==> src/rtl/fetch_unit.sv <==
// fetch_unit: LEGv8 instruction fetch stage.
//   Owns the PC, fetches words from a variable-latency instruction memory
//   over req/ack, holds each word in an output register and hands it to
//   decode over a valid/ready handshake. A consumed word may carry a branch
//   redirect; a misaligned redirect target raises a sticky fault and halts.
// Ports:
//   clk, reset        - rising-edge clock, asynchronous active-low reset
//   imem_req/addr     - fetch request and address (address is the PC)
//   imem_ack/rdata    - one-cycle ack pulse with the instruction word
//   instr_valid       - instr/instr_pc hold an unconsumed instruction
//   dec_ready         - decode accepts the held instruction this cycle
//   instr/opcode      - held instruction word and its [31:21] opcode field
//   instr_pc          - address the held instruction was fetched from
//   branch_taken/target - redirect, qualified by the consume handshake
//   fault             - sticky misaligned-target fault
module fetch_unit #(
  parameter int unsigned  N        = 64,
  parameter logic [N-1:0] RESET_PC = '0
) (
  input  logic          clk,
  input  logic          reset,
  output logic          imem_req,
  output logic [N-1:0]  imem_addr,
  input  logic          imem_ack,
  input  logic [31:0]   imem_rdata,
  output logic          instr_valid,
  input  logic          dec_ready,
  output logic [31:0]   instr,
  output logic [10:0]   opcode,
  output logic [N-1:0]  instr_pc,
  input  logic          branch_taken,
  input  logic [N-1:0]  branch_target,
  output logic          fault
);

  localparam logic [1:0] S_BOOT  = 2'd0;
  localparam logic [1:0] S_FETCH = 2'd1;
  localparam logic [1:0] S_VALID = 2'd2;
  localparam logic [1:0] S_HALT  = 2'd3;

  logic [1:0]   r_state;
  logic [N-1:0] r_pc;
  logic [N-1:0] r_instr_pc;
  logic [31:0]  r_instr;
  logic         r_fault;

  logic         w_consume;
  logic         w_redirect;
  logic         w_misaligned;
  logic [N-1:0] w_pc_inc;

  // Increment wraps silently at 2^N.
  assign w_pc_inc = r_pc + N'(4);

  always_comb begin
    w_consume    = (r_state == S_VALID) && dec_ready;
    w_redirect   = w_consume && branch_taken;
    w_misaligned = (branch_target[1:0] != 2'b00);
  end

  // Control inputs are only looked at inside the state that qualifies them,
  // so stray acks, ready or branch pulses elsewhere cannot move the FSM.
  always_ff @(posedge clk or negedge reset) begin
    if (!reset) begin
      r_state    <= S_BOOT;
      r_pc       <= RESET_PC;
      r_instr    <= '0;
      r_instr_pc <= '0;
      r_fault    <= 1'b0;
    end else begin
      case (r_state)
        S_BOOT: r_state <= S_FETCH;
        S_FETCH: begin
          if (imem_ack) begin
            r_instr    <= imem_rdata;
            r_instr_pc <= r_pc;
            r_pc       <= w_pc_inc;
            r_state    <= S_VALID;
          end
        end
        S_VALID: begin
          if (w_consume) begin
            if (w_redirect && w_misaligned) begin
              r_fault <= 1'b1;
              r_state <= S_HALT;
            end else begin
              r_state <= S_FETCH;
              if (w_redirect) r_pc <= branch_target;
            end
          end
        end
        default: r_state <= r_state;  // HALT: only reset leaves
      endcase
    end
  end

  assign imem_req    = (r_state == S_FETCH);
  assign instr_valid = (r_state == S_VALID);
  assign imem_addr   = r_pc;
  assign instr       = r_instr;
  assign opcode      = r_instr[31:21];
  assign instr_pc    = r_instr_pc;
  assign fault       = r_fault;

endmodule

==> config.mk <==
export PLATFORM = sky130hd
export DESIGN_NAME = fetch_unit
export DESIGN_NICKNAME = d
export VERILOG_FILES = /design/src/rtl/fetch_unit.sv
export SDC_FILE = /design/constraint.sdc
export NUM_CORES = 1
export LEC_CHECK = 0
export ABC_AREA = 1
export CELL_PAD_IN_SITES_DETAIL_PLACEMENT = 1
export CELL_PAD_IN_SITES_GLOBAL_PLACEMENT = 1
export CORE_UTILIZATION = 36
export CTS_CLUSTER_SIZE = 24
export DETAILED_ROUTE_END_ITERATION = 10
export HOLD_SLACK_MARGIN = 0.1
export PLACE_DENSITY_LB_ADDON = 0.08
export SLEW_MARGIN = 20
export SYNTH_ARGS = -nofsm -noshare
export SYNTH_HDL_FRONTEND = slang
export SYNTH_SLANG_ARGS = --single-unit
export TNS_END_PERCENT = 20
==> constraint.sdc <==
create_clock -name clk -period 4.5 [get_ports clk]
set_clock_uncertainty 0.05 [all_clocks]
set_input_delay 0.9 -clock clk [delete_from_list [all_inputs] [get_ports clk]]
set_output_delay 0.9 -clock clk [all_outputs]
set_load 0.03 [all_outputs]
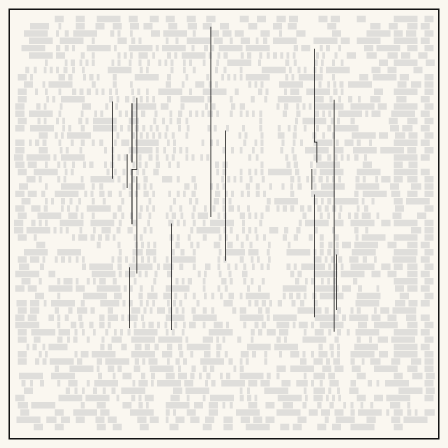
*M4 wires*
The longest straight run is 86.4 um. The layer carries 531 um of wire. 11 nets have wire on it. The layer holds 1.6% of the routed length.

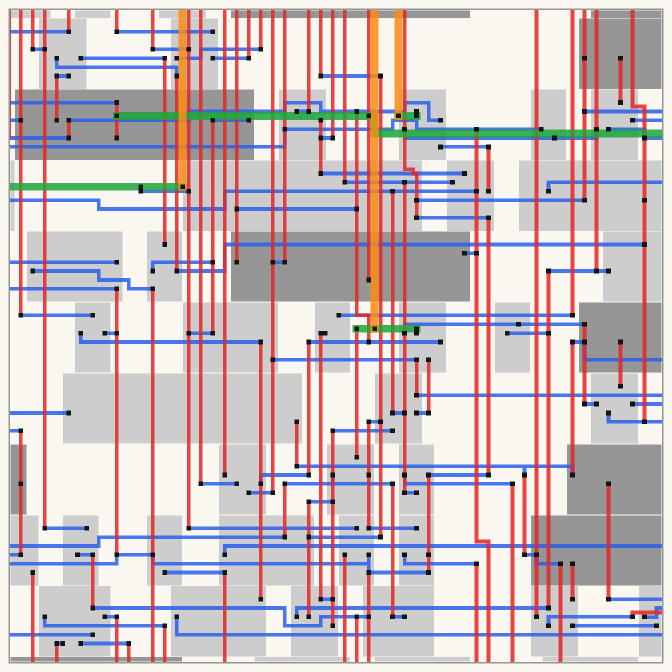
*A small window of the routed layout*
Window x 107 to 132, y 27 to 52 um. Cells in grey, sequential cells in the stronger grey; small squares are vias.
Green is M3. Red is M2. Orange is M4. Blue is M1.
Netlist names of flops here include `instr_pc` (2), `imem_addr` (1). Most frequent: o21ai_0 (7), nand2_1 (6), clkdlybuf4s50_1 (5). Sequential cells in the window: 3. 37 logic cells have their middle in the window.

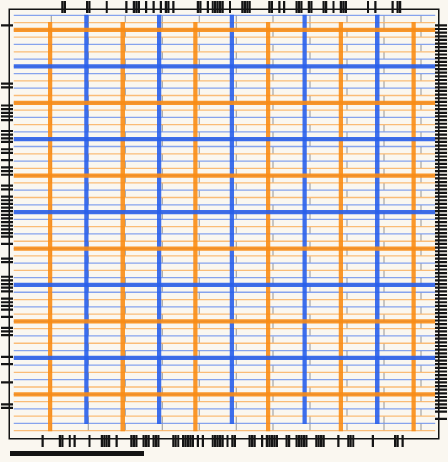
*Supply network*
Scale bar: 50 um. Pins as bars on the die edge. Tap cells in grey.
Orange is VSS. Blue is VDD.
58 met1 rails follow the rows. The core has 57 rows. 11 straps on met4.

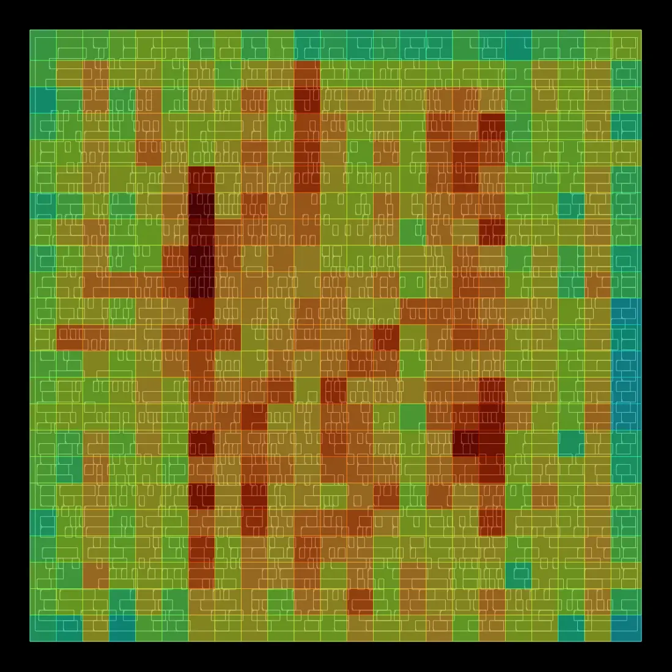
*Track usage over the die*
global-route met2 utilization: 0.438
GR Util met3: 0.0434
Overall Global Routing Usage: 0.261

==> out/results.ini <==
[run_status]
outcome = completed

[pwr]
p_clk_frac = 0.151
ir_worst_vdd_mv = 0.346
clock_net_power_mw = 1.47
switching_share = 0.484
combPwrFrac = 0.554
power_leader = combinational cells
total_power_mw = 9.69

[global_routing]
grt_start_max_net_pins = 98
grt_pass1_vias = 9132
antenna_found_initial = 0
top_usage_layer = met2
met1_usage = 0.347

[floorplan]
rows = 57
core_area_um2 = 24400
die_area_um2 = 25500

[synth]
ff_type = dfrtp_1
ys_sh_mux = 0.0427
top_cell = nand2_1
ys_top_cells_by_count = 342 x nand2_1, 186 x nor2_1, 163 x dfrtp_1
xor_share = 0.000978
topCellsByArea = dfrtp_1 46%, nand2_1 14%, nor2_1 7.8%
synth.cell_area_um2 = 8960
ys_warn_count = 0
ys.flops = 163
adder_share = 0.00559
logic_family = simple AND/OR/NAND/NOR gates

[place]
placed_area_um2 = 11900
place_congestion = 0.862

[setup_path]
start_kind = flop
cp_max_fo = 5
cp_top_family = buffers and inverters
crit_arrival_ns = 2.01
reg2reg_slack_ns = 1.76
r2r_start = r_state[0]
cp.required_ns = 3.55

[cells_and_area]
antenna_cells = 0
nNetsFinal = 1558
largest_cell_class = multi-input combinational cells
regArea_um2 = 4080
layout_top_cell = nand2_1
final-comb-area_um2 = 4180
stdcell_area_um2 = 12500
buf_share = 0.226

[clocking]
clkTransAtPathRegs_ns = 0.07
cts_buffer_depth = 2
hold_buffers = 0
cts_root_buf = clkbuf_16
clkLatencyLatePin_ns = 0.45

[final_timing]
finalClockPeriodUsage = 0.657
setup_viol = 0
fin_crit_ns = 2.96
holdWs_ns = 0.436

[routing]
drtAntennaViolNets = 0
wl_met1_mm = 15.0
drtIter0Drc = 426
top_layer = met4

[hold_path]
holdCritPathClass = flop to flop

[run]
drv_cap = 0

